[config.mk]
export PLATFORM = sky130hd
export DESIGN_NAME = ddr_cmd_driver_flat
export DESIGN_NICKNAME = d
export VERILOG_FILES = /design/src/rtl/ddr_cmd_driver_if.sv /design/src/rtl/ddr_cmd_driver.sv /design/src/flat_wrapper.sv
export SDC_FILE = /design/constraint.sdc
export NUM_CORES = 1
export LEC_CHECK = 0
export ABC_AREA = 1
export CORE_MARGIN = 2
export CORE_UTILIZATION = 43
export CTS_CLUSTER_SIZE = 24
export DETAILED_ROUTE_END_ITERATION = 6
export PLACE_DENSITY = 0.76
export SYNTH_ARGS = -nofsm -noshare
export SYNTH_HDL_FRONTEND = slang
export SYNTH_SLANG_ARGS = --single-unit
[constraint.sdc]
create_clock -name CK_t -period 1.5 [get_ports CK_t]
set_input_delay 0.15 -clock CK_t [delete_from_list [all_inputs] [get_ports CK_t]]
set_output_delay 0.15 -clock CK_t [all_outputs]
set_load 0.05 [all_outputs]
[src/rtl/ddr_cmd_driver_if.sv]
// Request bundle between the scheduler and ddr_cmd_driver.
// master = scheduler (drives request), slave = driver (returns req_ready).
interface ddr_cmd_driver_if;
    logic        req_valid;
    logic        req_ready;
    logic [1:0]  req_type;
    logic [1:0]  req_bg;
    logic [1:0]  req_ba;
    logic [16:0] req_row;
    logic [9:0]  req_col;
    logic [63:0] req_wdata;
    logic        req_bl8;

    modport master (
        output req_valid, req_type, req_bg, req_ba,
        output req_row, req_col, req_wdata, req_bl8,
        input  req_ready
    );

    modport slave (
        input  req_valid, req_type, req_bg, req_ba,
        input  req_row, req_col, req_wdata, req_bl8,
        output req_ready
    );
endinterface

[src/rtl/ddr_cmd_driver.sv]
// ddr_cmd_driver: DDR4 command/address driver plus write preamble and
// BL8/BL4 burst as rise/fall byte pairs. One request in flight at a time.
// Ports: CK_t, reset (sync, active-high); req (slave request bundle);
// command pins cs_n..WE_n_A14, address pins A13..A9_A0, bg_addr, ba_addr;
// dq_rise/dq_fall/dq_oe/dqs_en/wr_done toward the PHY.
// Option: DDR_CMD_PARITY_EN adds the even-parity output PAR.
module ddr_cmd_driver #(
    parameter int CWL    = 9,
    parameter int TRCD   = 4,
    parameter int RD_GAP = 4
) (
    input  logic        CK_t,
    input  logic        reset,
    ddr_cmd_driver_if.slave req,
    output logic        cs_n,
    output logic        act_n,
    output logic        RAS_n_A16,
    output logic        CAS_n_A15,
    output logic        WE_n_A14,
`ifdef DDR_CMD_PARITY_EN
    output logic        PAR,
`endif
    output logic        A13,
    output logic        A12_BC_n,
    output logic        A11,
    output logic        A10_AP,
    output logic [9:0]  A9_A0,
    output logic [1:0]  bg_addr,
    output logic [1:0]  ba_addr,
    output logic [7:0]  dq_rise,
    output logic [7:0]  dq_fall,
    output logic        dq_oe,
    output logic        dqs_en,
    output logic        wr_done
);

    typedef enum logic [2:0] {
        IDLE, CMD, TRCD_WAIT, WR_LAT, PRE, BURST, RD_WAIT
    } state_t;

    localparam logic [1:0] T_ACT = 2'b00;
    localparam logic [1:0] T_WR  = 2'b01;
    localparam logic [1:0] T_RD  = 2'b10;

    localparam logic [4:0] CMD_NOP = 5'b11111;
    localparam logic [4:0] CMD_WR  = 5'b01100;
    localparam logic [4:0] CMD_RD  = 5'b01101;

    state_t      state_q, state_d;
    logic [7:0]  cnt_q, cnt_d;
    logic [1:0]  beat_q, beat_d, beat_nx, last_beat;
    logic [1:0]  type_q, type_d;
    logic        bl8_q, bl8_d;
    logic [63:0] wdata_q, wdata_d;
    logic        ready_q, ready_d;
    logic [4:0]  cmd_q, cmd_d;
    logic [13:0] addr_q, addr_d;
    logic [1:0]  bg_q, bg_d;
    logic [1:0]  ba_q, ba_d;
    logic        oe_q, oe_d;
    logic        dqs_q, dqs_d;
    logic        done_q, done_d;
    logic [7:0]  rise_q, rise_d;
    logic [7:0]  fall_q, fall_d;
`ifdef DDR_CMD_PARITY_EN
    logic        par_q, par_d;
`endif

    always_comb begin
        state_d   = state_q;
        cnt_d     = cnt_q;
        beat_d    = beat_q;
        type_d    = type_q;
        bl8_d     = bl8_q;
        wdata_d   = wdata_q;
        ready_d   = 1'b0;
        cmd_d     = CMD_NOP;
        addr_d    = '0;
        bg_d      = '0;
        ba_d      = '0;
        oe_d      = 1'b0;
        dqs_d     = 1'b0;
        done_d    = 1'b0;
        rise_d    = '0;
        fall_d    = '0;
        beat_nx   = beat_q + 2'd1;
        last_beat = bl8_q ? 2'd3 : 2'd1;

        unique case (state_q)
            IDLE: begin
                ready_d = 1'b1;
                if (req.req_valid && ready_q) begin
                    ready_d = 1'b0;
                    state_d = CMD;
                    type_d  = req.req_type;
                    bl8_d   = req.req_bl8;
                    wdata_d = req.req_wdata;
                    // Command goes to the pins in the cycle after accept.
                    case (req.req_type)
                        T_ACT: begin
                            cmd_d  = {2'b00, req.req_row[16:14]};
                            addr_d = req.req_row[13:0];
                            bg_d   = req.req_bg;
                            ba_d   = req.req_ba;
                        end
                        T_WR, T_RD: begin
                            cmd_d  = (req.req_type == T_WR) ? CMD_WR : CMD_RD;
                            addr_d = {1'b0, req.req_bl8, 2'b00, req.req_col};
                            bg_d   = req.req_bg;
                            ba_d   = req.req_ba;
                        end
                        default: ;
                    endcase
                end
            end
            CMD: begin
                // cnt holds the wait cycles remaining after the current one.
                unique case (type_q)
                    T_ACT: begin
                        if (TRCD > 1) begin
                            state_d = TRCD_WAIT;
                            cnt_d   = 8'(TRCD - 2);
                        end else begin
                            state_d = IDLE;
                            ready_d = 1'b1;
                        end
                    end
                    T_WR: begin
                        if (CWL > 2) begin
                            state_d = WR_LAT;
                            cnt_d   = 8'(CWL - 3);
                        end else begin
                            state_d = PRE;
                            dqs_d   = 1'b1;
                        end
                    end
                    T_RD: begin
                        if (RD_GAP > 1) begin
                            state_d = RD_WAIT;
                            cnt_d   = 8'(RD_GAP - 2);
                        end else begin
                            state_d = IDLE;
                            ready_d = 1'b1;
                        end
                    end
                    default: begin
                        state_d = IDLE;
                        ready_d = 1'b1;
                    end
                endcase
            end
            TRCD_WAIT, RD_WAIT: begin
                if (cnt_q == 8'd0) begin
                    state_d = IDLE;
                    ready_d = 1'b1;
                end else begin
                    cnt_d = cnt_q - 8'd1;
                end
            end
            WR_LAT: begin
                if (cnt_q == 8'd0) begin
                    state_d = PRE;
                    dqs_d   = 1'b1;
                end else begin
                    cnt_d = cnt_q - 8'd1;
                end
            end
            PRE: begin
                state_d = BURST;
                beat_d  = 2'd0;
                oe_d    = 1'b1;
                dqs_d   = 1'b1;
                rise_d  = wdata_q[7:0];
                fall_d  = wdata_q[15:8];
            end
            BURST: begin
                if (beat_q == last_beat) begin
                    state_d = IDLE;
                    ready_d = 1'b1;
                end else begin
                    beat_d = beat_nx;
                    oe_d   = 1'b1;
                    dqs_d  = 1'b1;
                    rise_d = wdata_q[{beat_nx, 4'b0000} +: 8];
                    fall_d = wdata_q[{beat_nx, 4'b1000} +: 8];
                    done_d = (beat_nx == last_beat);
                end
            end
            default: begin
                state_d = IDLE;
                ready_d = 1'b1;
            end
        endcase
    end

`ifdef DDR_CMD_PARITY_EN
    // NOP cycles carry all-ones commands and zero address, so this is 0.
    assign par_d = ^{cmd_d[3:0], addr_d, bg_d, ba_d};
`endif

    always_ff @(posedge CK_t) begin
        if (reset) begin
            state_q <= IDLE;
            cnt_q   <= '0;
            beat_q  <= '0;
            type_q  <= '0;
            bl8_q   <= 1'b0;
            wdata_q <= '0;
            ready_q <= 1'b1;
            cmd_q   <= CMD_NOP;
            addr_q  <= '0;
            bg_q    <= '0;
            ba_q    <= '0;
            oe_q    <= 1'b0;
            dqs_q   <= 1'b0;
            done_q  <= 1'b0;
            rise_q  <= '0;
            fall_q  <= '0;
`ifdef DDR_CMD_PARITY_EN
            par_q   <= 1'b0;
`endif
        end else begin
            state_q <= state_d;
            cnt_q   <= cnt_d;
            beat_q  <= beat_d;
            type_q  <= type_d;
            bl8_q   <= bl8_d;
            wdata_q <= wdata_d;
            ready_q <= ready_d;
            cmd_q   <= cmd_d;
            addr_q  <= addr_d;
            bg_q    <= bg_d;
            ba_q    <= ba_d;
            oe_q    <= oe_d;
            dqs_q   <= dqs_d;
            done_q  <= done_d;
            rise_q  <= rise_d;
            fall_q  <= fall_d;
`ifdef DDR_CMD_PARITY_EN
            par_q   <= par_d;
`endif
        end
    end

    assign req.req_ready = ready_q;
    assign {cs_n, act_n, RAS_n_A16, CAS_n_A15, WE_n_A14} = cmd_q;
    assign {A13, A12_BC_n, A11, A10_AP, A9_A0} = addr_q;
    assign bg_addr = bg_q;
    assign ba_addr = ba_q;
    assign dq_oe   = oe_q;
    assign dqs_en  = dqs_q;
    assign wr_done = done_q;
    assign dq_rise = rise_q;
    assign dq_fall = fall_q;
`ifdef DDR_CMD_PARITY_EN
    assign PAR = par_q;
`endif

endmodule

[src/flat_wrapper.sv]
// flat-port wrapper written by rule: the top's interface ports become plain ports
module ddr_cmd_driver_flat 
#(
    parameter int CWL    = 9,
    parameter int TRCD   = 4,
    parameter int RD_GAP = 4
)
  (CK_t, reset, cs_n, act_n, RAS_n_A16, CAS_n_A15, WE_n_A14, A13, A12_BC_n, A11, A10_AP, A9_A0, bg_addr, ba_addr, dq_rise, dq_fall, dq_oe, dqs_en, wr_done, req_req_valid, req_req_type, req_req_bg, req_req_ba, req_req_row, req_req_col, req_req_wdata, req_req_bl8, req_req_ready);
  ddr_cmd_driver_if req_i ();
  input  logic CK_t;
  input  logic reset;
  output logic cs_n;
  output logic act_n;
  output logic RAS_n_A16;
  output logic CAS_n_A15;
  output logic WE_n_A14;
  output logic A13;
  output logic A12_BC_n;
  output logic A11;
  output logic A10_AP;
  output logic [9:0] A9_A0;
  output logic [1:0] bg_addr;
  output logic [1:0] ba_addr;
  output logic [7:0] dq_rise;
  output logic [7:0] dq_fall;
  output logic dq_oe;
  output logic dqs_en;
  output logic wr_done;
  input wire logic [$bits(req_i.req_valid)-1:0] req_req_valid;
  input wire logic [$bits(req_i.req_type)-1:0] req_req_type;
  input wire logic [$bits(req_i.req_bg)-1:0] req_req_bg;
  input wire logic [$bits(req_i.req_ba)-1:0] req_req_ba;
  input wire logic [$bits(req_i.req_row)-1:0] req_req_row;
  input wire logic [$bits(req_i.req_col)-1:0] req_req_col;
  input wire logic [$bits(req_i.req_wdata)-1:0] req_req_wdata;
  input wire logic [$bits(req_i.req_bl8)-1:0] req_req_bl8;
  output wire logic [$bits(req_i.req_ready)-1:0] req_req_ready;
  assign req_i.req_valid = req_req_valid;
  assign req_i.req_type = req_req_type;
  assign req_i.req_bg = req_req_bg;
  assign req_i.req_ba = req_req_ba;
  assign req_i.req_row = req_req_row;
  assign req_i.req_col = req_req_col;
  assign req_i.req_wdata = req_req_wdata;
  assign req_i.req_bl8 = req_req_bl8;
  assign req_req_ready = req_i.req_ready;
  ddr_cmd_driver #(.CWL(CWL), .TRCD(TRCD), .RD_GAP(RD_GAP)) u_core (.CK_t(CK_t), .reset(reset), .req(req_i), .cs_n(cs_n), .act_n(act_n), .RAS_n_A16(RAS_n_A16), .CAS_n_A15(CAS_n_A15), .WE_n_A14(WE_n_A14), .A13(A13), .A12_BC_n(A12_BC_n), .A11(A11), .A10_AP(A10_AP), .A9_A0(A9_A0), .bg_addr(bg_addr), .ba_addr(ba_addr), .dq_rise(dq_rise), .dq_fall(dq_fall), .dq_oe(dq_oe), .dqs_en(dqs_en), .wr_done(wr_done));
endmodule
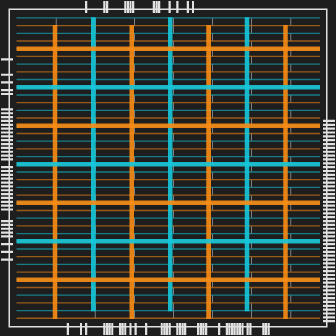
(run_1/floorplan.png)
Pins as bars on the die edge. Tap cells in gray.
color	net
orange	VSS
cyan	VDD
tap cells	143
signal pins	144

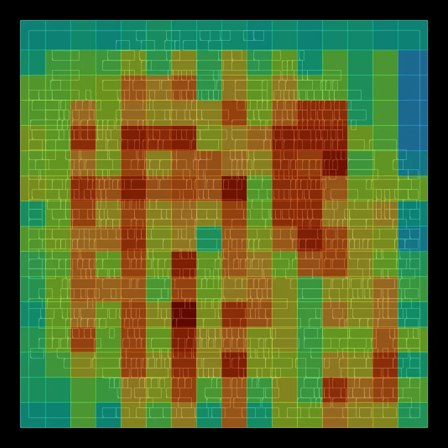
(run_1/congestion_map.png)
global routing usage on met1: 27.1%
Top Usage Layer GRT: met2

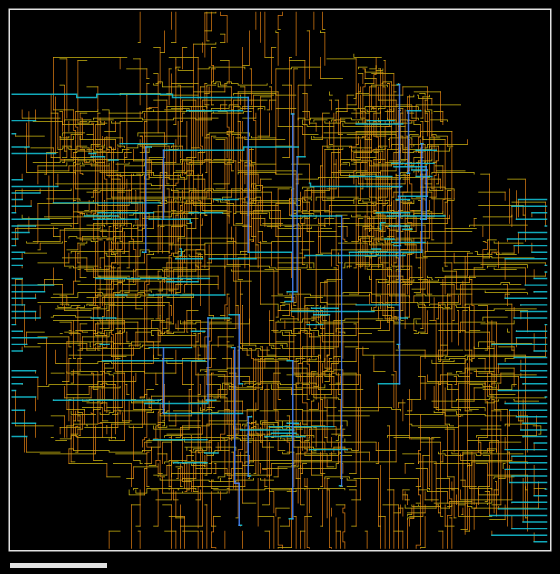
(run_1/layers.png)
The bar under the picture is 20 um long.
color	layer	wire length
yellow	M1	6040 um
blue	M4	426 um
cyan	M3	1090 um
orange	M2	7210 um

==> results.txt, run 1 <==
Results of the full flow below.

Worst setup path:
- The run gives the launching element type of the critical path as a flip-flop.
- The kind of cell with the highest combined delay along the critical path is simple AND/OR/NAND/NOR gates.
- The run gives the maximum fanout count along the critical path as 8.
- The run gives the type of element capturing the critical path as a flip-flop.
- The run gives the origin of the critical flop-to-flop path as u_core.state_q[1].
- The timing report gives the worst reg2reg path a setup slack of 0.02 ns.
- Counting cells, the worst reg-to-reg path comes to 8.
- For reference, the critical path is launched at u_core.state_q[1].
- The run gives the peak per-stage delay on the critical path as 0.34 ns.
- The run gives the signal arrival time at the worst endpoint as 1.83 ns.
- The OpenROAD report gives the critical path a required time of 1.85 ns.
- For reference, the critical path cell chain is inv_2 -> nand2_4 -> nor3_4 -> buf_4 -> nand2_2 -> nor2_4 -> clkinv_4 -> a21oi_2.
- The run puts the count of buffering cells on the critical path with inverters included at 3.
- The run gives the cell with the biggest individual delay on the critical path as sky130_fd_sc_hd__dfxtp_1.
- The critical path is of the reg2reg type.
- For the worst reg-to-reg path, the endpoint reported by OpenROAD is u_core.addr_q[4].
- According to the timing report, the critical path is captured at u_core.addr_q[4].
- The run puts the cell count along the critical path at 8.

Timing:
- For the finished layout, the period the worst path requires is 1.48 ns.
- The run gives the max-slew violation count as 0.
- The run gives the share of the clock period used by the worst path as 98.7%.
- Between clock sinks in the finished design, the worst skew comes to 0.0117 ns.
- Setup repair after global routing could not meet its margin everywhere.
- The run puts the number of failing hold endpoints at the final stage at 0.
- The run puts the count of endpoints failing setup in the final report at 0.
- The run puts the worst-case headroom to the max-slew limit at 69.9%.
- The run puts the transition time at the pin with the least slew margin at 0.448 ns.
- The run gives the top achievable clock speed as 0.676 GHz.
- In the post-route analysis, the smallest setup slack over all paths is 0.0197 ns.

Drt:
- After detailed routing, the number of remaining DRC violations is 0.
- The run gives the number of iterations in the first detailed-routing pass as 5.
- The run gives the sum of met2 wire segment lengths after detailed routing as 7210 um.
- The run gives the average via count per standard cell as 5.15.
- The run gives the routed length on met3 as 1090 um.
- Per the post-route antenna check, the number of violating nets is 0.
- The run gives the average routed wire per standard cell as 14.5 um.
- The run gives the routed metal-1 wirelength as 6040 um.
- The run puts the via count at 5251.
- Signal routing reaches up to met4.
- The run gives the count of routing violations after the opening detailed-route iteration as 327.
- The run puts the aggregate routed wire length at 14800 um.

Pwr:
- The run gives the sequential-cell power consumption as 4.49 mW.
- Across the VDD grid, the largest voltage drop is 0.932 mV.
- The run gives the combinational group share of total power as 32.7%.
- The run gives the cell internal power dissipation as 8.90 mW.
- Clock network power for this build is 4.62 mW.
- Power comes to 13.5 mW.
- The run gives the largest power group as clock.
- The run gives the combinational gate power as 4.42 mW.
- The run puts the total leakage power at 3.21 nW.
- The run gives the total power density per cell area as 1800 nW/um2.
- In this run, flip-flops and latches consume 33.2% of the power.
- The run gives the power share of the clock group as 34.2%.
- The run gives the switching part of the total power as 34.2%.
- The run gives the power spent charging and discharging nets as 4.62 mW.

Clock network:
- The run gives the CTS tree as done.
- Looking at the clock tree report, the H-tree level count equals 4.
- The run puts the largest buffer count on any clock path at 2.
- The cell sitting at the root of the clock tree is a sky130_fd_sc_hd__clkbuf_16.
- The run gives the clock latency on the worst-skew pair as 0.42 ns.
- The run puts the hold buffer count at cts at 0.
- The run gives the post-CTS resize count as 2.
- The run gives the CTS sink count as 123.
- Clock-pin slew was measured on the worst setup and hold paths at 0.06 ns.
- The run gives the clock buffer count from CTS as 17.
- The run puts the total setup buffers inserted after CTS at 0.

Synthesis:
- The run gives the count of flip-flops with a built-in enable after synthesis as 0.
- Counting instances in the post-synthesis netlist gives the leading cell types as 161 x sky130_fd_sc_hd__nand2_1, 130 x sky130_fd_sc_hd__nor2_1, 123 x sky130_fd_sc_hd__dfxtp_1, 89 x sky130_fd_sc_hd__o21ai_0, 50 x sky130_fd_sc_hd__a21oi_1.
- The run puts the total nets after synthesis at 803.
- The run puts the post-synthesis cell count from yosys at 699.
- Counting the warning lines in the Yosys log gives 0.
- The run gives the most frequently used flop master after synthesis as sky130_fd_sc_hd__dfxtp_1.
- The run gives the instance tally after logic synthesis as 699.
- The run gives the post-synthesis cell area as 4980 um2.
- Per the synth log, the flip-flop and latch total comes to 123.
- The run gives the biggest area consumer among synthesized cells as sky130_fd_sc_hd__dfxtp_1.
- Of the synthesized area, sequential elements account for 49.5%.
- The run puts the distinct cell type count after synthesis at 27.
- The synthesis report lists the most area-consuming cells as sky130_fd_sc_hd__dfxtp_1 49%, sky130_fd_sc_hd__nand2_1 12%, sky130_fd_sc_hd__nor2_1 9.8%, sky130_fd_sc_hd__o21ai_0 8.9%, sky130_fd_sc_hd__a21oi_1 5.0%.
- After synthesis, the largest area contributor takes up 49.5% of total cell area.
- The average instance in the mapped netlist occupies 7.12 um2.
- Per the synth stats, the proportion of register bits with asynchronous set or reset is 0%.
- The most frequently used library cell after synthesis is sky130_fd_sc_hd__nand2_1.

Outcome:
- The flow ran to the end, and the final reports show no timing, DRC or antenna violations.

Die:
- The run puts the number of rows created at floorplan at 39.
- The run puts the die outline area at 12500 um2.
- The run puts the floorplan die height at 112 um.
- The run gives the core area as 11400 um2.
- The run gives the I/O pin total as 144.
- The run puts the share of the core filled by cells before placement at 43.8%.
- The run gives the width of the die as 112 um.

Cells and area:
- The run gives the flip-flop count of the largest register, all copies and words added as 64.
- The registers reported with the highest flop counts are u_core.wdata_q (64), u_core.addr_q (14).
- By instance count after routing, the leading logic cell types are 159 x sky130_fd_sc_hd__nand2_1, 126 x sky130_fd_sc_hd__nor2_1, 118 x sky130_fd_sc_hd__dfxtp_1.
- The post-route netlist has 17.1% of its cells at a drive strength greater than 1.
- The run gives the most flop-heavy register as u_core.wdata_q.
- The run gives the leading cell type in the layout, fill and taps excluded as sky130_fd_sc_hd__nand2_1.
- The area growth from synthesis to layout is 51.1%.
- The run puts the final-stage net count at 967.
- 0 antenna diodes ended up in the layout.
- The run puts the number of standard cells in the final layout excluding fillers at 1019.

Placed design:
- The run puts the half-perimeter wire length after detailed placement at 9810 um.
- The placement report lists the number of port buffers as 143.
- The run puts the pre-CTS setup slack at -0.175 ns.
- The run puts the placed instance count at 982.
- The congestion estimate from routability-driven global placement came to 0.854.

Global routing:
- The run puts the first-pass GRT wire length at 23600 um.
- The run puts the number of antenna violations at the first check in global routing at 0.
- The run gives the global-route usage over all layers as 23.0%.
- The run puts the via count of the first global-routing pass at 5236.
- The run puts the remaining global-route overflow at 0.
- The run gives the maximum number of pins on one net before global-route repair as 47.

Run:
- The run puts the number of maximum-capacitance constraint violations at 0.
- The tool warning count for the run is 29.

Min path:
- Checking hold timing, the worst path is listed with class in2reg.
-- run 1: how the worst min path moves through the flow --
| stage | depth (start not counted) | endpoint | slack, ns | start |
|---|---|---|---|---|
| 2_1_floorplan | 2 | u_core.ba_addr[0] | 0.26 | req_req_ba[0] |
| 3_3_place_gp | 2 | u_core.wdata_q[54] | 0.43 | u_core.wdata_q[54] |
| 3_5_place_dp | 2 | u_core.wdata_q[57] | 0.44 | u_core.wdata_q[57] |
| 4_1_cts | 3 | u_core.bg_addr[0] | 0.26 | req_req_bg[0] |
| 5_1_grt | 3 | u_core.bg_addr[0] | 0.28 | req_req_bg[0] |
| 6_report | 3 | u_core.bg_addr[0] | 0.27 | req_req_bg[0] |
-- run 1: metal layers --
metal | vias to the layer above | global-route usage (%)
met2 | 256 | 39.8
met4 | 0 | 10.5
met5 | - | 0
met3 | 35 | 5.77
li1 | 2567 | -
met1 | 2393 | 27.1
-- run 1: metrics by stage --
stage / hold WS [ns] / utilization (%) / setup TNS, ns / instance area [um2]
floorplan: 0.262 / - / 0 / 4980
global placement: 0.432 / 58.8 / -2.84 / 6690
detailed placement: 0.439 / 58.8 / -4.20 / 6690
CTS: 0.260 / 64.8 / -0.0110 / 7370
global route: 0.277 / 66.1 / -0.935 / 7520
finish: 0.265 / 66.1 / 0 / 7520
-- run 1: area by class of cell --
type                       instances  area (um2)
fill                             911        3850
clock inverter                    12         208
tap                              143         179
clock buffer                      20         467
sequential                       123        2470
timing repair inverter             1        6.26
inverter                          52         206
multi-input combinational        487        2230
timing repair buffer             181        1760
-- run 1: kinds of logic after synthesis --
kind of cell	after synthesis	synth area share, %
AOI/OAI and AO/OA	156	16.7
adders and majority gates	3	0.754
DFF	123	49.5
buffers and inverters	89	6.94
and+or+nand+nor	328	26.1
==> run 2, diff against run 1 <==
--- a/config.mk
+++ b/config.mk
@@ -6,6 +6,7 @@
 export NUM_CORES = 1
 export LEC_CHECK = 0
 export ABC_AREA = 1
+export CAP_MARGIN = 30
 export CORE_MARGIN = 2
 export CORE_UTILIZATION = 43
 export CTS_CLUSTER_SIZE = 24
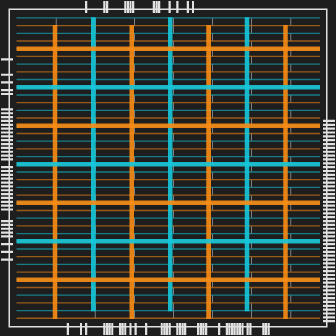
(run_2/floorplan.png)
Pins as bars on the die edge. Tap cells in gray.
color	net
orange	VSS
cyan	VDD
met4 straps	7
met5 straps	7
rows	39

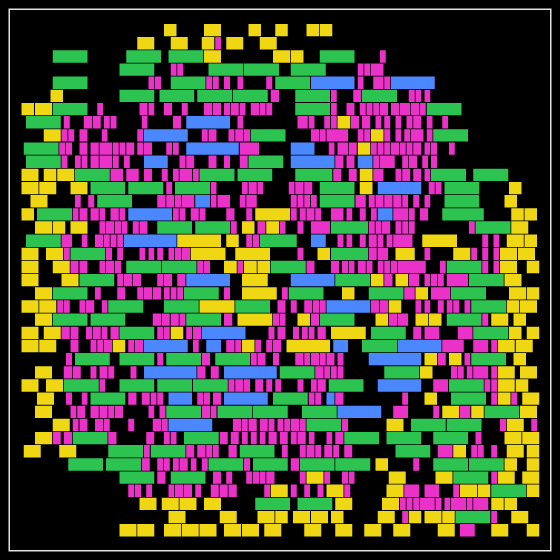
(run_2/class_map.png)
color	class	cells
magenta	remaining logic cells	540
green	registers	123
yellow	remaining buffers and delay cells	181
blue	clock drivers and dummy loads	32

==> results.txt, run 2 <==
Results of the full flow below.

Cells and area:
- The run gives the flop count as 123 (unchanged).
- The largest registers in the layout are u_core.wdata_q (64), u_core.addr_q (14).
- The run gives the number of non-clock inverters in the layout as 53 (unchanged).
- The run gives the cell kind with the greatest summed area as flip-flops and latches.
- The run gives the leading cell type in the layout, fill and taps excluded as sky130_fd_sc_hd__nand2_1.
- The run puts the non-clock buffer share of cell area at 23.3% (unchanged).
- The run gives the total area of multi-input combinational cells as 2230 um2 (unchanged).
- The flip-flop and latch area came to 2470 um2 (unchanged).
- The final-stage net count was 967 (unchanged).
- The final-layout clock-cell area share was 8.97% (unchanged).
- The run gives the number of filler cells placed in the layout as 911 (unchanged).
- The run puts the layout buffer count excluding clock buffers at 181 (unchanged).
- The run gives the final core utilization as 66.1% (unchanged).
- The most common logic cells in the final layout are 159 x sky130_fd_sc_hd__nand2_1, 126 x sky130_fd_sc_hd__nor2_1, 118 x sky130_fd_sc_hd__dfxtp_1.
- The run gives the proportion of cell area occupied by registers as 32.9% (unchanged).
- The run puts the layout overhead on the synthesized area at 51.1% (unchanged).

Placed design:
- The run gives the total of buffers placed on input and output ports as 143 (unchanged).
- The half-perimeter wire length after detailed placement is 9810 um (unchanged).
- The run gives the routability congestion estimate as 0.854 (unchanged).

Die:
- The run gives the number of rows created at floorplan as 39 (unchanged).
- The run gives the die outline area as 12500 um2 (unchanged).
- The floorplan die height is 112 um (unchanged).
- The run puts the number of tap cells inserted at 143 (unchanged).
- The run gives the width of the die as 112 um (unchanged).

Global routing:
- The run gives the global-route usage over all layers as 23.0% (unchanged).
- The run puts the via count of the first global-routing pass at 5236 (unchanged).
- The run gives the global routing met3 resource utilization as 5.77% (unchanged).
- The number of antenna violations at the first check in global routing came to 0 (unchanged).
- The remaining global-route overflow is 0 (unchanged).
- The met2 capacity usage during global routing came to 39.8% (unchanged).
- met2 is the most crowded layer.

Synthesis:
- By instance count, the leading cell after synthesis is sky130_fd_sc_hd__nand2_1.
- The run puts the yosys warning tally at 0 (unchanged).
- The run gives the portion of netlist area occupied by mux cells as 0% (unchanged).
- After synthesis, the largest family of logic cells by area is simple AND/OR/NAND/NOR gates.
- For reference, the top cells by area after synthesis are sky130_fd_sc_hd__dfxtp_1 49%, sky130_fd_sc_hd__nand2_1 12%, sky130_fd_sc_hd__nor2_1 9.8%, sky130_fd_sc_hd__o21ai_0 8.9%, sky130_fd_sc_hd__a21oi_1 5.0%.
- The run gives the post-synthesis cell count from yosys as 699 (unchanged).
- The total nets after synthesis was 803 (unchanged).
- The run gives the async set-reset flop share out of synthesis as 0% (unchanged).
- The count of flip-flops with a built-in enable after synthesis came to 0 (unchanged).
- Among all flip-flop cells after synthesis, the most frequent one is sky130_fd_sc_hd__dfxtp_1.
- The run puts the distinct cell type count after synthesis at 27 (unchanged).
- The instance tally after logic synthesis came to 699 (unchanged).
- The run puts the simple-gate portion of the synthesized area at 26.1% (unchanged).
- The run gives the area share of the largest cell type after synthesis as 49.5% (unchanged).
- The fraction of synthesized cell area in xor and xnor cells was 0% (unchanged).

Timing:
- Setup repair after global routing could not meet its margin everywhere.
- The run gives the top achievable clock speed as 0.676 GHz (unchanged).
- The run gives the max-slew violation count as 0 (unchanged).
- The count of endpoints failing setup in the final report is 0 (unchanged).
- The run gives the share of the clock period used by the worst path as 98.7% (unchanged).
- The worst clock skew is 0.0117 ns (unchanged).
- The number of failing hold endpoints at the final stage was 0 (unchanged).
- The run puts the minimum clock period after layout at 1.48 ns (unchanged).

Drt:
- The run puts the routed length on met3 at 1090 um (unchanged).
- The number of iterations in the first detailed-routing pass came to 5 (unchanged).
- The number of nets still failing antenna checks after routing was 0 (unchanged).
- The run gives the routed metal-1 wirelength as 6040 um (unchanged).
- The run gives the number of design rule violations left after detail routing as 0 (unchanged).
- The average via count per standard cell came to 5.15 (unchanged).
- The run puts the via count at 5251 (unchanged).
- The run gives the aggregate routed wire length as 14800 um (unchanged).

Run:
- The run gives the number of maximum-capacitance constraint violations as 0 (unchanged).
- The number of warnings in the stage logs was 29 (unchanged).

Clock network:
- CTS placed an instance of sky130_fd_sc_hd__clkbuf_16 at the clock tree root.
- The run gives the CTS H-tree depth as 4 (unchanged).
- The clock transition at the registers of the reported paths is 0.06 ns (about the same).
- The clock latency on the worst-skew pair is 0.42 ns (about the same).
- The run gives the clock buffer count from CTS as 17 (unchanged).
- The largest buffer count on any clock path was 2 (unchanged).
- The run gives the CTS sink count as 123 (unchanged).

Worst setup path:
- The worst setup path is of the reg2reg kind.
- The internal reg-to-reg setup slack was 0.02 ns (about the same).
- The run gives the worst reg2reg path depth as 8 (unchanged).
- The run gives the worst flop-to-flop path endpoint as u_core.addr_q[4].
- The maximum fanout count along the critical path was 8 (unchanged).
- OpenSTA lists the critical path endpoint as u_core.addr_q[4].
- STA classifies the critical path startpoint as a flip-flop.
- The run puts the signal arrival time at the worst endpoint at 1.83 ns (about the same).
- The run puts the required time of the worst setup path at 1.85 ns (about the same).
- The run gives the origin of the critical flop-to-flop path as u_core.state_q[1].

Min path:
- The run puts the worst hold path depth at 3 (unchanged).
- The worst hold path terminates at u_core.bg_addr[0].
- The tightest min-delay check is of the in2reg type.

Pwr:
- The run puts the peak supply drop at 0.932 mV (unchanged).
- The run gives the sum of internal, switching and leakage power as 13.5 mW (unchanged).
- The total leakage power came to 3.21 nW (unchanged).

Outcome:
- The run finished with clean final reports.
## run 2: cell counts after synthesis
Identical to the previous run, type by type.
## run 2: worst max-delay path: stages, from the launching register on
cell and delay [ns]:
sky130_fd_sc_hd__dfxtp_1 0.34, sky130_fd_sc_hd__inv_2 0.13, sky130_fd_sc_hd__nand2_4 0.09, sky130_fd_sc_hd__nor3_4 0.20, sky130_fd_sc_hd__buf_4 0.14, sky130_fd_sc_hd__nand2_2 0.06
sky130_fd_sc_hd__nor2_4 0.20, sky130_fd_sc_hd__clkinv_4 0.14, sky130_fd_sc_hd__a21oi_2 0.13
## run 2: cell families (layout without fill, tap and decap cells)
group	Yosys count	in the layout
AND/OR/NAND/NOR	328	328
AND-OR/OR-AND	156	156
flip-flops	123	123
buffers and inverters	89	266
adder cells (fa/ha/maj)	3	3
## run 2: repair_timing
action                     CTS  global route
gates resized                2            36
hold buffers                 0             0
cloned                       0             3
setup endpoints to repair    4            99
pin swaps                    0             4
setup buffers                0             2
## run 2: report_power, final
| part | switching, mW | total [mW] | leakage (nW) | internal, mW |
|---|---|---|---|---|
| Combinational | 2.68 | 4.42 | 1.87 | 1.74 |
| Sequential | 0.434 | 4.49 | 1.01 | 4.05 |
| Clock | 1.51 | 4.62 | 0.332 | 3.10 |
| Total | 4.62 | 13.5 | 3.21 | 8.90 |
## run 2: per-stage QoR
step / setup WS, ns / instances / cell area (um2) / TNS [ns]
2_1_floorplan: 0.0518 / 699 / 4980 / 0
3_3_place_gp: -0.0935 / 982 / 6690 / -2.84
3_5_place_dp: -0.175 / 982 / 6690 / -4.20
4_1_cts: -0.0110 / 1014 / 7370 / -0.0110
5_1_grt: -0.0525 / 1019 / 7520 / -0.935
6_report: 0.0197 / 1019 / 7520 / 0
==> run_2/clock_wires.png <==
The bar under the picture is 20 um long.
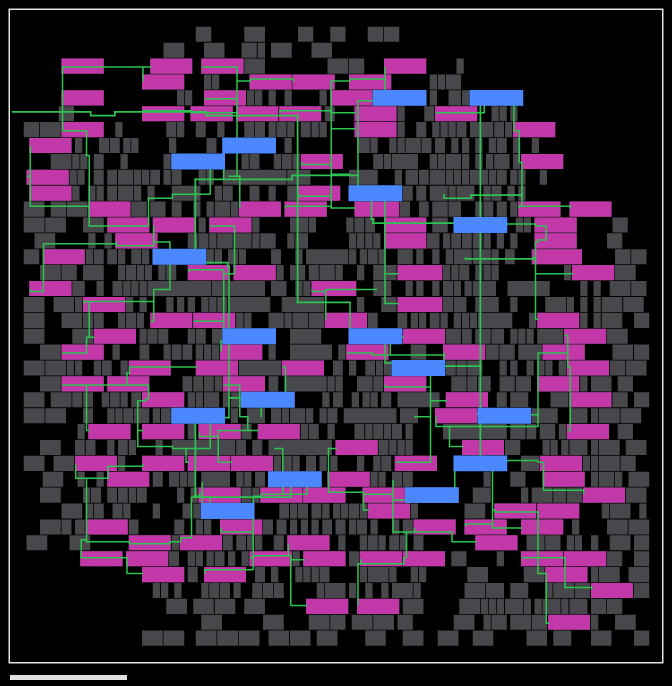

==> run 3, diff against run 2 <==
--- a/config.mk
+++ b/config.mk
@@ -7,11 +7,13 @@
 export LEC_CHECK = 0
 export ABC_AREA = 1
 export CAP_MARGIN = 30
+export CELL_PAD_IN_SITES_DETAIL_PLACEMENT = 1
+export CELL_PAD_IN_SITES_GLOBAL_PLACEMENT = 2
 export CORE_MARGIN = 2
-export CORE_UTILIZATION = 43
+export CORE_UTILIZATION = 23
 export CTS_CLUSTER_SIZE = 24
 export DETAILED_ROUTE_END_ITERATION = 6
-export PLACE_DENSITY = 0.76
+export PLACE_DENSITY_LB_ADDON = 0.25
 export SYNTH_ARGS = -nofsm -noshare
 export SYNTH_HDL_FRONTEND = slang
 export SYNTH_SLANG_ARGS = --single-unit
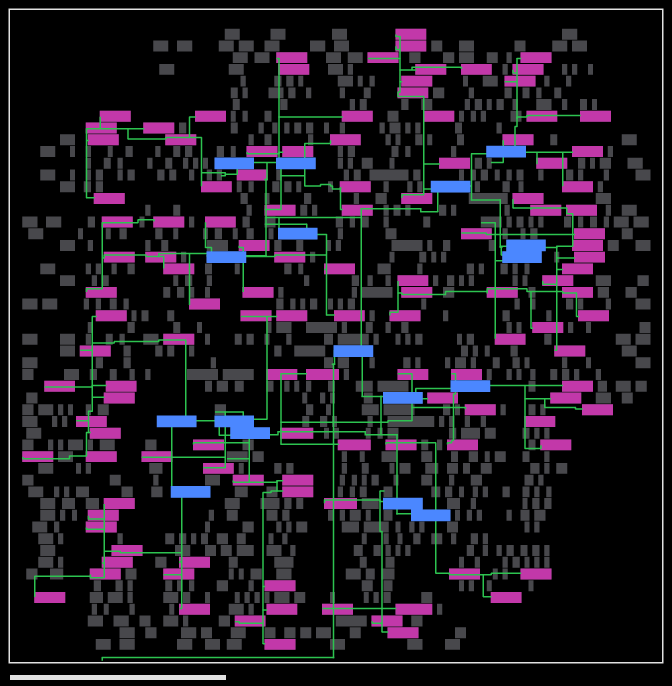
(run_3/clock_wires.png)
The bar under the picture is 50 um long.
[green] clock wires | length: 1860 um
[blue] clock-net drivers | count: 17
[magenta] flip-flops | count: 123
routed clock nets	18
flops lie	spread over the die

==> results.txt, run 3 <==
Results of the full flow below.

Cells and area:
- In the layout the commonest cells are 158 x sky130_fd_sc_hd__nand2_1, 125 x sky130_fd_sc_hd__nor2_1, 118 x sky130_fd_sc_hd__dfxtp_1.
- The run puts the number of filler cells placed in the layout at 2565 (+180%).
- The run puts the flip-flop count of the largest register, all copies and words added at 64.
- The largest registers in the layout are u_core.wdata_q (64), u_core.addr_q (14).
- By instance count after routing, the leading logic cell type is sky130_fd_sc_hd__nand2_1.
- The largest register by flop count is u_core.wdata_q.
- The run gives the final design area excluding fillers as 7580 um2 (+0.78%).
- The flow measured a signed area growth from synthesis to layout of 52.2%.
- The final core utilization is 35.8% (-30 points).
- The run gives the final-stage net count as 969 (+0.21%).

Die:
- The floorplan die height is 151 um (+35%).
- Pin placement for this block handled 144 I/O pins.
- The run puts the width of the die at 151 um (+35%).
- Once the floorplan was initialized, standard cells occupied 23.5% of the core.
- The number of rows created at floorplan came to 53 (+36%).
- The run gives the die outline area as 22800 um2 (+83%).

Clock network:
- The run puts the CTS H-tree depth at 4 (unchanged).
- Clock tree synthesis selected as its root buffer the cell sky130_fd_sc_hd__clkbuf_16.
- The run puts the clock transition at the registers of the reported paths at 0.06 ns (about the same).
- The run puts the clock buffer count from CTS at 17 (unchanged).
- The CTS sink count came to 123 (unchanged).
- The run gives the hold buffer count at cts as 0 (unchanged).
- The run puts the clock latency on the worst-skew pair at 0.41 ns (about the same).
- The run gives the largest buffer count on any clock path as 2 (unchanged).
- TritonCTS built the clock tree.

Placed design:
- The run gives the post-placement cell area as 6900 um2 (+3.2%).
- The routability congestion estimate was 0.797 (-6.7%).
- The half-perimeter wire length after detailed placement was 12400 um (+27%).
- The total of buffers placed on input and output ports was 143 (unchanged).

Pwr:
- The run gives the power share of the clock group as 29.9% (-4.3 points).
- The run gives the power spent charging and discharging nets as 4.56 mW (-1.4%).
- The run puts the cell internal power dissipation at 8.28 mW (-6.9%).
- The combinational group share of total power is 35.1% (+2.4 points).
- The run gives the total leakage power as 3.17 nW (-1.1%).
- The peak supply drop is 0.630 mV (-32%).
- The run puts the switching part of the total power at 35.5% (+1.3 points).
- The run puts the proportion of power drawn by flip-flops and latches at 35.1% (+1.9 points).

Global routing:
- The run puts the remaining global-route overflow at 0 (unchanged).
- The met2 capacity usage during global routing is 25.3% (-14 points).
- The global-route usage over all layers came to 15.5% (-7.5 points).
- The run gives the first-pass GRT wire length as 27100 um.
- The run gives the number of antenna violations at the first check in global routing as 1 (+1).
- The run gives the global routing met3 resource utilization as 3.58% (-2.2 points).
- The run gives the maximum number of pins on one net before global-route repair as 53.
- The run gives the via count of the first global-routing pass as 5265 (+0.55%).
- The run gives the most used routing layer as met2.
- On met1, the global router reports a usage of 20.2%.

Worst setup path:
- The run gives the gate family responsible for the most delay along the worst path as buffers and inverters.
- The run gives the worst reg2reg path depth as 8 (unchanged).
- The run gives the cell count along the critical path as 8 (unchanged).
- The run gives the beginning of the critical path as u_core.state_q[0].
- STA classifies the critical path startpoint as a flip-flop.
- For reference, the critical path cell chain is inv_4 -> nand2_2 -> nor3_4 -> buf_6 -> inv_4 -> clkbuf_16 -> nor2_1 -> nor2_1.
- The internal reg-to-reg setup slack was 0.09 ns (+0.07 ns).
- The count of buffering cells on the critical path with inverters included is 4 (+1).
- The worst setup path is captured at a flip-flop.
- The run gives the maximum fanout count along the critical path as 26 (+18).
- The run gives the required time of the worst setup path as 1.80 ns (-0.05 ns).
- The run puts the signal arrival time at the worst endpoint at 1.71 ns (-0.12 ns).
- The run gives the origin of the critical flop-to-flop path as u_core.state_q[0].
- For the worst reg-to-reg path, the endpoint reported by OpenROAD is u_core.wdata_q[31].
- The critical path is of the reg2reg type.
- The run gives the endpoint of the worst setup timing path as u_core.wdata_q[31].
- The run puts the peak per-stage delay on the critical path at 0.35 ns (about the same).
- The run gives the cell with the biggest individual delay on the critical path as sky130_fd_sc_hd__dfxtp_2.

Drt:
- The via count came to 5058 (-3.7%).
- The run gives the number of iterations in the first detailed-routing pass as 4 (-1).
- The aggregate routed wire length was 17700 um (+20%).
- The number of design rule violations left after detail routing is 0 (unchanged).
- The average via count per standard cell came to 4.39 (-15%).
- The run gives the number of nets still failing antenna checks after routing as 0 (unchanged).

Min path:
- Per the hold report, the tightest min-delay path originates at req_req_bg[1].
- The most critical min-delay path falls under in2reg.
- The worst hold path depth is 3 (unchanged).
- The endpoint of the worst hold path is reported as u_core.bg_addr[1].

Timing:
- The run puts the hold slack at 0.261 ns.
- The run puts the number of failing hold endpoints at the final stage at 0 (unchanged).
- The worst clock skew came to 0.00887 ns (-0.00287 ns).
- The share of the clock period used by the worst path came to 94.1% (-4.6 points).
- The run puts the count of endpoints failing setup in the final report at 0 (unchanged).
- Looking at the max-slew report, the worst-margin pin has a slew of 0.427 ns.
- The run puts the top achievable clock speed at 0.708 GHz (+4.9%).
- Per the slew report, the remaining headroom to the max-slew limit stands at 71.5%.
- The run gives the max-slew violation count as 0 (unchanged).
- The run gives the minimum clock period after layout as 1.41 ns (-0.0687 ns).
- The run gives the final total negative setup slack as 0 ns (unchanged).

Synthesis:
- The run puts the total nets after synthesis at 803 (unchanged).
- By area, the combinational part of the netlist is dominated by simple AND/OR/NAND/NOR gates.
- The run gives the synthesized-area fraction occupied by ao, oa, aoi and oai cells as 16.7%.
- The fraction of synthesized cell area in xor and xnor cells came to 0% (unchanged).
- The run gives the distinct cell type count after synthesis as 27 (unchanged).
- The yosys warning tally is 0 (unchanged).
- The run gives the async set-reset flop share out of synthesis as 0% (unchanged).
- The run gives the simple-gate portion of the synthesized area as 26.1% (unchanged).
- The run puts the summed standard-cell area reported by yosys at 4980 um2.
- The run puts the area share of the largest cell type after synthesis at 49.5% (unchanged).
- The run gives the post-synthesis cell area as 4980 um2.
- The run puts the sequential element share of the synthesized area at 49.5%.
- The run gives the most frequently used flop master after synthesis as sky130_fd_sc_hd__dfxtp_1.
- Sorting the synthesized cells by area gives the leading types as sky130_fd_sc_hd__dfxtp_1 49%, sky130_fd_sc_hd__nand2_1 12%, sky130_fd_sc_hd__nor2_1 9.8%, sky130_fd_sc_hd__o21ai_0 8.9%, sky130_fd_sc_hd__a21oi_1 5.0%.
- The run gives the average cell area after synthesis as 7.12 um2.
- The run puts the arithmetic-cell share of the synthesized area counting full adders, half adders and majority gates at 0.754%.
- The count of flip-flops with a built-in enable after synthesis came to 0 (unchanged).
- The post-synthesis cell count from yosys came to 699 (unchanged).
- The run gives the most common cell in the synthesized netlist as sky130_fd_sc_hd__nand2_1.
- The instance tally after logic synthesis was 699 (unchanged).
- The run puts the portion of netlist area occupied by mux cells at 0% (unchanged).
- The run gives the biggest area consumer among synthesized cells as sky130_fd_sc_hd__dfxtp_1.

Run:
- The run puts the number of maximum-capacitance constraint violations at 0 (unchanged).
- The number of warnings in the stage logs came to 27 (-6.9%).

Outcome:
- The flow ran to the end, and the final reports show no timing, DRC or antenna violations.
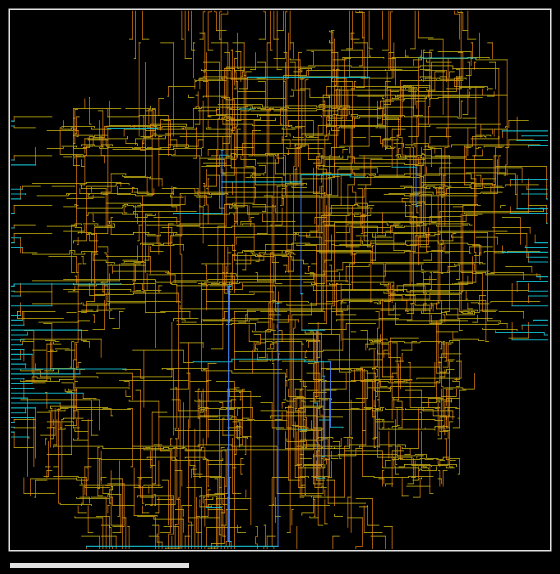
(run_3/layers.png)
The bar under the picture is 50 um long.
color	layer	wire length
blue	M4	270 um
orange	M2	8350 um
yellow	M1	8450 um
cyan	M3	684 um

run 3: cell counts after synthesis:
Identical to the previous run, type by type.
run 3: kinds of logic (layout without fill, tap and decap cells):
logic type               after synthesis  in the layout
flip-flops                           123            123
AND-OR/OR-AND                        156            156
AND/OR/NAND/NOR                      328            328
adder cells (fa/ha/maj)                3              3
other                                  0              1
buffers and inverters                 89            265
run 3: per-stage QoR:
| stage | power, mW | worst slack (ns) | instances |
|---|---|---|---|
| after floorplan | 6.99 | 0.0518 | 699 |
| after global placement | 8.68 | -0.230 | 1117 |
| after detailed placement | 8.79 | -0.293 | 1117 |
| after CTS | 12.8 | 0.0134 | 1148 |
| after global routing | 13.8 | -0.00176 | 1151 |
| final | 12.8 | 0.0883 | 1151 |
run 3: cell type report:
class	count	area, um2	share of cell area, %
sequential	123	2470	32.6
tap	275	344	4.54
clock buffer	23	478	6.31
inverter	52	203	2.67
multi-input combinational	487	2210	29.2
timing repair buffer	184	1800	23.8
antenna	1	2.50	0.0330
clock inverter	6	65.1	0.858
run 3: power by group through the flow:
stage	combinational, mW	sequential, mW	clock (mW)
after global placement	4.16	4.52	0
final	4.50	4.50	3.83
after detailed placement	4.26	4.54	0
after CTS	4.33	4.49	3.95
after global routing	5.07	4.60	4.11
after floorplan	2.26	4.73	0
run 3: what timing repair did:
item / CTS / global route
gates resized: 3 / 30
endpoints found under the setup margin: 80 / 95
buffers inserted: 2 / 0
pin swaps: 1 / 2
gates cloned: 0 / 2
endpoints found under the hold margin: 0 / 0
run 3: metal layers:
metal / vias to the layer above / wire [um]
met1: 2365 / 8450
met5: - / 0
li1: 2571 / -
met3: 20 / 683
met4: 0 / 269
met2: 102 / 8350
Power is estimated from default activity; no workload was simulated.
